<file path="config.mk">
export PLATFORM = sky130hd
export DESIGN_NAME = wide_add_seq
export DESIGN_NICKNAME = d
export VERILOG_FILES = /design/src/rtl/wide_add_seq.sv
export SDC_FILE = /design/constraint.sdc
export NUM_CORES = 1
export LEC_CHECK = 0
export CORE_MARGIN = 4
export CORE_UTILIZATION = 55
export CTS_BUF_LIST = sky130_fd_sc_hd__clkbuf_8
export DETAILED_ROUTE_END_ITERATION = 7
export PLACE_DENSITY = 0.85
export RECOVER_POWER = 25
export SYNTH_ARGS = -nofsm -noshare
export SYNTH_HDL_FRONTEND = slang
export SYNTH_SLANG_ARGS = --single-unit
</file>
<file path="constraint.sdc">
create_clock -name clk -period 5.45 [get_ports clk]
set_clock_uncertainty 0.05 [all_clocks]
set_input_delay 0.545 -clock clk [delete_from_list [all_inputs] [get_ports clk]]
set_output_delay 0.545 -clock clk [all_outputs]
set_load 0.005 [all_outputs]
</file>
<file path="src/rtl/wide_add_seq.sv">
// Multi-precision sequential adder: one 16-bit prefix adder slice reused per slice, carry-in applied by a +1 pass.
// Optional signed-overflow output enabled by defining WIDE_ADD_SEQ_SOVF_EN.

module wide_add_seq_slice (
  input  logic [15:0] a,
  input  logic [15:0] b,
  output logic [15:0] sum,
  output logic        cout
);
  // Kogge-Stone generate/propagate tree, no carry-in
  always_comb begin
    logic [15:0] g, p, gn, pn;
    g = a & b;
    p = a ^ b;
    for (int unsigned lvl = 0; lvl < 4; lvl++) begin
      gn = g;
      pn = p;
      for (int unsigned i = 0; i < 16; i++) begin
        if (i >= (32'd1 << lvl)) begin
          gn[i] = g[i] | (p[i] & g[i - (32'd1 << lvl)]);
          pn[i] = p[i] & p[i - (32'd1 << lvl)];
        end
      end
      g = gn;
      p = pn;
    end
    sum  = a ^ b ^ {g[14:0], 1'b0};
    cout = g[15];
  end
endmodule

module wide_add_seq #(
  parameter int NSLICE = 4
) (
  input  logic                  clk,
  input  logic                  rst_n,
  input  logic                  in_valid,
  output logic                  in_ready,
  input  logic [16*NSLICE-1:0]  a,
  input  logic [16*NSLICE-1:0]  b,
  input  logic                  cin,
  output logic                  out_valid,
  input  logic                  out_ready,
`ifdef WIDE_ADD_SEQ_SOVF_EN
  output logic                  ovf,
`endif
  output logic [16*NSLICE-1:0]  sum,
  output logic                  cout
);
  localparam int W  = 16 * NSLICE;
  localparam int IW = (NSLICE > 1) ? $clog2(NSLICE) : 1;
  localparam logic [IW-1:0] LAST = IW'(NSLICE - 1);

  typedef enum logic [1:0] {IDLE, ADD, INC, DONE} state_t;

  state_t        state;
  logic [IW-1:0] idx;
  logic          carry;
  logic          pend;
  logic [W-1:0]  a_r;
  logic [W-1:0]  b_r;
  logic [15:0]   op_a;
  logic [15:0]   op_b;
  logic [15:0]   add_sum;
  logic          add_cout;
  logic          last;

  assign last = (idx == LAST);

  always_comb begin
    op_a = a_r[{idx, 4'b0000} +: 16];
    op_b = b_r[{idx, 4'b0000} +: 16];
    if (state == INC) begin
      op_a = sum[{idx, 4'b0000} +: 16];
      op_b = 16'h0001;
    end
  end

  wide_add_seq_slice u_slice (
    .a    (op_a),
    .b    (op_b),
    .sum  (add_sum),
    .cout (add_cout)
  );

`ifdef WIDE_ADD_SEQ_SOVF_EN
  // Final MSB is the top bit of the slice result being written on entry to DONE
  logic ovf_next;
  assign ovf_next = (a_r[W-1] == b_r[W-1]) && (add_sum[15] != a_r[W-1]);
`endif

  always_ff @(posedge clk or negedge rst_n) begin
    if (!rst_n) begin
      state     <= IDLE;
      idx       <= '0;
      carry     <= 1'b0;
      pend      <= 1'b0;
      a_r       <= '0;
      b_r       <= '0;
      sum       <= '0;
      cout      <= 1'b0;
      out_valid <= 1'b0;
      in_ready  <= 1'b1;
`ifdef WIDE_ADD_SEQ_SOVF_EN
      ovf       <= 1'b0;
`endif
    end else begin
      unique case (state)
        IDLE: begin
          if (in_valid) begin
            a_r      <= a;
            b_r      <= b;
            carry    <= cin;
            idx      <= '0;
            in_ready <= 1'b0;
            state    <= ADD;
          end
        end
        ADD: begin
          sum[{idx, 4'b0000} +: 16] <= add_sum;
          pend <= add_cout;
          if (carry) begin
            state <= INC;
          end else begin
            carry <= add_cout;
            if (last) begin
              state     <= DONE;
              out_valid <= 1'b1;
              cout      <= add_cout;
`ifdef WIDE_ADD_SEQ_SOVF_EN
              ovf       <= ovf_next;
`endif
            end else begin
              idx <= idx + 1'b1;
            end
          end
        end
        INC: begin
          sum[{idx, 4'b0000} +: 16] <= add_sum;
          carry <= pend | add_cout;
          if (last) begin
            state     <= DONE;
            out_valid <= 1'b1;
            cout      <= pend | add_cout;
`ifdef WIDE_ADD_SEQ_SOVF_EN
            ovf       <= ovf_next;
`endif
          end else begin
            idx   <= idx + 1'b1;
            state <= ADD;
          end
        end
        DONE: begin
          if (out_ready) begin
            state     <= IDLE;
            out_valid <= 1'b0;
            in_ready  <= 1'b1;
          end
        end
      endcase
    end
  end
endmodule
</file>
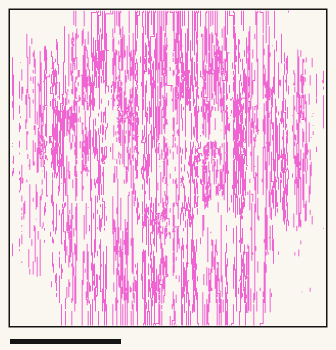
*Metal 2, run 1*
The bar under the picture is 50 um long.
longest straight run: 76.8 um
main direction: vertical

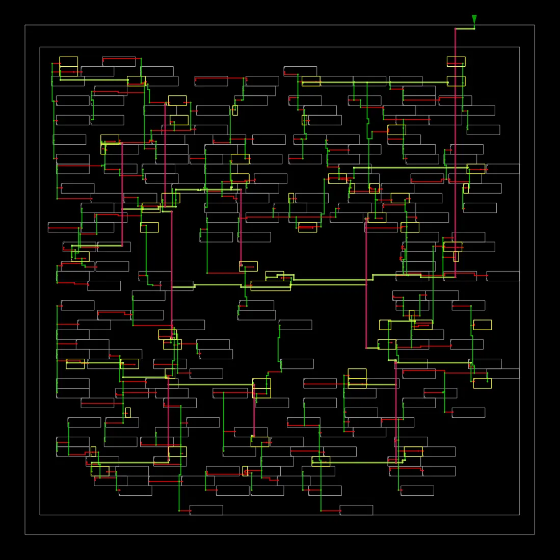
*Clock wiring as the flow saved it, run 1*
Seq cells: 201
Insertion Delay late pin: 0.52 ns

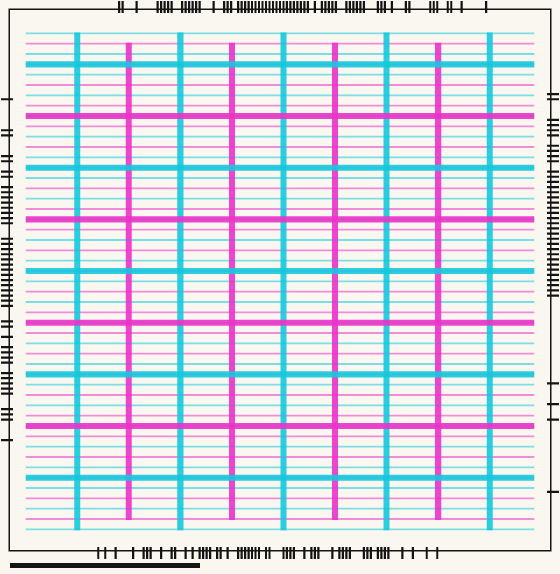
*Supply network, run 1*
The bar under the picture is 50 um long. Pins as bars on the die edge.
| colour | net |
|---|---|
| magenta | VDD |
| cyan | VSS |
signal pins: 200
met4 straps: 9
met5 straps: 9

==> run summary, run 1 <==
Kind of critical path: flop to flop
Synth area leader: dfrtp_1
Clock power share: 14.7%
Final-layout fill cell count: 1,177
Placer Congestion: 0.967
Status: complete, but fails checks
Crit path launch: state[0]
Post-synth top cells: 200 x dfrtp_1, 129 x mux2_2, 84 x nand2_1
Maxcap violations: 1
First-pass GRT wire length: 40.0 mm
Die height: 142 um
Synth Instances: 751
Detailed-route wire length: 25.5 mm
Total nets after synthesis: 909
Port buffer count: 199
Vias in the first global route: 7,540
Drt via density: 5.94
Die X: 142 um
TritonCTS buffer count: 34
Via count: 7,105
Violated checks: capacitance limit, slew limit
Total global routing overflow: 0
Cell leakage power: 5.45 nW
Initial antenna violation count: 0
Comb pwr share: 55.3%
Max-area cell share: 50.6%
Main flop type after synthesis: dfrtp_1
Synth flops: 201
Final Cycle Share: 74.7%
Final Total Pwr: 9.03 mW
Worst r2r path cells: 14
Hold Violations, Final: 0
Post-synth area hogs: dfrtp_1 51%, mux2_2 15%, mux4_2 11%
Max Transition Viols Final: 52
Register area share after synthesis: 50.8%
DR iter-0 viols: 396
Clock Path Buffers: 3
Yosys top cell by instances: dfrtp_1
Yosys cell types: 54
run 1: worst max-delay path, cell delays in order, from the launching register on:
cell and delay, ns:
dfrtp_1 0.43, inv_1 0.11, ha_2 0.74, mux4_2 0.35, nand2_1 0.07, nand2_1 0.11, ha_1 0.20, inv_1 0.08
fa_1 0.45, nand2b_1 0.18, a21oi_1 0.27, o21ai_0 0.19, nor3b_1 0.19, xnor2_1 0.37, a22o_1 0.20
run 1: cell families after synthesis:
logic type / after synthesis / synth area share [%]
AOI/OAI and AO/OA: 128 / 9.46
xor gates and xnor gates: 11 / 0.973
adders and majority gates: 25 / 3.24
buffers and inverters: 62 / 2.74
DFF: 201 / 50.8
muxes: 179 / 25.7
and+or+nand+nor: 145 / 7.09
run 1: path summary, 6_finish.rpt:
check | end | slack [ns]
setup / recovery | sum[12] | 1.38
hold / removal | b_r[11] | 0.05
setup reg to reg | sum[12] | 1.38
hold reg to reg | a_r[53] | 0.45
max in group asynchronous | idx[0] | 1.97
min in group clk | a_r[53] | 0.45
run 1: sequential cells by signal, summed over array words and instances, names as in the netlist:
register,cells
a_r,64
b_r,64
carry,1
cout,1
idx,2
in_ready,1
out_valid,1
pend,1
state,2
sum,64
run 1: layout by cell type, fill, tap and decap left out, drive strengths merged, types with 2 or more instances in the layout:
cell type	instances
nor2b	18
nand2	84
a31oi	3
o211ai	2
a21oi	18
inv	27
nand4	3
ha	24
a21o	4
nor3	8
mux4	47
xor2	3
buf	9
mux2	129
nand3	2
dfrtp	200
mux2i	3
clkdlybuf4s50	198
o21ai	29
nor2	9
o22ai	2
nand2b	6
clkinvlp	2
a22o	56
a211oi	6
xnor2	8
nor4	5
clkbuf	44
and4	2
run 1: routing by layer:
metal	global-route usage (%)	wire (um)	up-vias
met5	0	0	-
met4	8.48	661	0
met3	4.64	1700	47
met2	44.2	13300	316
met1	31.4	9850	3559
li1	-	-	3183
run 1: area by class of cell:
type	instances	area, um^2	share of cell area (%)
clock buffer	42	578	4.54
multi-input combinational	488	4610	36.2
timing repair buffer	209	2070	16.2
clock inverter	15	95.1	0.747
tap	225	282	2.21
inverter	16	60.1	0.472
sequential	201	5040	39.6
run 1: metrics by stage:
step / hold slack, ns / utilization, % / cells / setup slack [ns]
after global placement: 0.433 / 69.0 / 1139 / 1.51
after floorplan: 0.199 / - / 751 / 1.82
final: 0.0458 / 72.8 / 1196 / 1.38
after global routing: 0.0843 / 72.8 / 1196 / 1.01
after detailed placement: 0.438 / 69.0 / 1139 / 1.40
after CTS: 0.0506 / 72.8 / 1196 / 1.34
run 1: power groups by stage:
stage | Sequential, mW | Clock [mW] | Combinational (mW)
global placement | 2.70 | 0 | 4.80
detailed placement | 2.73 | 0 | 4.92
global route | 2.80 | 1.42 | 5.40
CTS | 2.71 | 1.35 | 4.96
floorplan | 2.45 | 0 | 3.73
finish | 2.71 | 1.33 | 4.99
## Run 2: what changed since run 1
--- a/config.mk
+++ b/config.mk
@@ -6,10 +6,10 @@
 export NUM_CORES = 1
 export LEC_CHECK = 0
 export CORE_MARGIN = 4
-export CORE_UTILIZATION = 55
+export CORE_UTILIZATION = 54
 export CTS_BUF_LIST = sky130_fd_sc_hd__clkbuf_8
 export DETAILED_ROUTE_END_ITERATION = 7
-export PLACE_DENSITY = 0.85
+export PLACE_DENSITY = 0.83
 export RECOVER_POWER = 25
 export SYNTH_ARGS = -nofsm -noshare
 export SYNTH_HDL_FRONTEND = slang
==> constraint.sdc (replaced) <==
create_clock -name clk -period 3.95 [get_ports clk]
set_clock_uncertainty 0.05 [all_clocks]
set_input_delay 0.395 -clock clk [delete_from_list [all_inputs] [get_ports clk]]
set_output_delay 0.395 -clock clk [all_outputs]
set_load 0.005 [all_outputs]
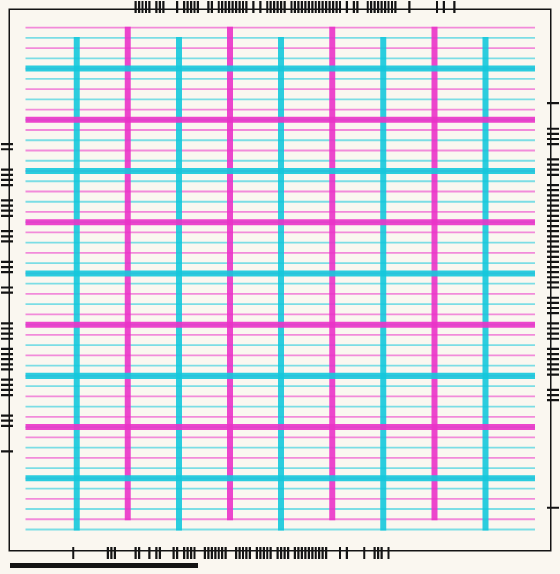
*Supply network, run 2*
The bar under the picture is 50 um long. Pins as bars on the die edge.
| colour | net |
|---|---|
| cyan | VSS |
| magenta | VDD |
met1 rails: 50
met4 straps: 9
met5 straps: 9
rows: 49
signal pins: 200

==> run summary, run 2 <==
Post-Synth Simple-Gate Area: 7.09% (unchanged)
Top cells excl fill/tap: 198 x dfrtp_1, 198 x clkdlybuf4s50_1, 129 x mux2_2 (unchanged)
CP top delay family: AND-OR/OR-AND gates (was adder cells)
Yosys top cell by instances: dfrtp_1 (unchanged)
Adders+Majority by Area: 3.24% (unchanged)
Worst path max stage delay: 0.51 ns (was 0.74 ns)
Max-area cell share: 50.6% (unchanged)
Synth Instances: 751 (unchanged)
Worst r2r path cells: 13 (was 14)
Synth area leader: dfrtp_1 (unchanged)
CP max stage cell: mux4_2 (was ha_2)
Total global routing overflow: 0 (unchanged)
Pre-CTS setup slack: 0.431 ns (was 1.40 ns)
Worst reg2reg setup slack: 0.39 ns (was 1.38 ns)
Detailed-route wire length: 27.1 mm (was 25.5 mm)
Placer Congestion: 0.926 (was 0.967)
Post-synth area hogs: dfrtp_1 51%, mux2_2 15%, mux4_2 11% (unchanged)
Post-synth top cells: 200 x dfrtp_1, 129 x mux2_2, 84 x nand2_1 (unchanged)
Total nets after synthesis: 909 (unchanged)
Mux frac, synth: 25.7% (unchanged)
Complex Gates by Area: 9.46% (unchanged)
TritonCTS buffer count: 35 (was 34)
Top flop regs: a_r x64, b_r x64, sum x64 (unchanged)
Dominant kind of combinational cell: multiplexers (unchanged)
Die X: 143 um (was 142 um)
Via count: 7,324 (was 7,105)
Register area share after synthesis: 50.8% (unchanged)
Main flop type after synthesis: dfrtp_1 (unchanged)
Status: finished clean (was complete, but fails checks)
Drt via density: 6.02 (was 5.94)
Crit path buf inv count: 2 (unchanged)
run 2: where the power goes:
part           leakage, nW  internal, mW  switching, mW
Combinational         2.68          3.47           3.81
Sequential            2.49          2.99          0.655
Clock                0.400         0.999          0.826
run 2: layout make-up:
class,instances,area [um^2]
Multi-Input combinational cell,488,4630
Tap cell,229,287
Sequential cell,201,5040
Fill cell,1251,5110
Clock inverter,17,70.1
Inverter,16,60.1
Timing Repair Buffer,222,2230
Clock buffer,44,606
run 2: cell families (layout without fill, tap and decap cells):
family                     count (synthesis)  after routing
DFF                                      201            201
muxes                                    179            179
and+or+nand+nor                          145            145
AOI/OAI and AO/OA                        128            128
buffers and inverters                     62            299
adders and majority gates                 25             25
xor gates and xnor gates                  11             11
run 2: through the flow:
step / std cells / utilization, %
floorplan: 751 / -
global placement: 1156 / 67.9
detailed placement: 1156 / 67.9
CTS: 1217 / 71.7
global route: 1217 / 71.7
finish: 1217 / 71.7
run 2: layer usage:
layer / up-vias / wire, um / track usage, % / part of all wire, %
met2: 354 / 13600 / 44.0 / 50
met3: 62 / 2010 / 5.22 / 7.4
li1: 3215 / - / - / -
met5: - / 0 / 0 / 0
met1: 3693 / 10700 / 34.1 / 39
met4: 0 / 793 / 9.86 / 2.9
run 2: worst max path at each step:
stage          startpoint      end  slack (ns)  cells past startpoint
2_1_floorplan    state[0]  sum[46]        0.32                     17
6_report         state[0]  sum[10]        0.39                     13
3_5_place_dp     state[0]  sum[31]        0.43                     13
4_1_cts          state[0]  sum[31]        0.42                     13
3_3_place_gp     state[0]  sum[31]        0.48                     13
5_1_grt          state[0]  sum[31]        0.19                     13
run 2: worst register-to-register path, delay by kind of cell, from the launching register on:
| kind | cells | cell delay, ns |
|---|---|---|
| buffers and inverters | 2 | 0.27 |
| xor gates and xnor gates | 1 | 0.33 |
| DFF | 1 | 0.44 |
| AOI/OAI and AO/OA | 5 | 1.01 |
| and+or+nand+nor | 2 | 0.22 |
| adders and majority gates | 2 | 0.64 |
| muxes | 1 | 0.52 |
Power and IR drop assume default switching activity.
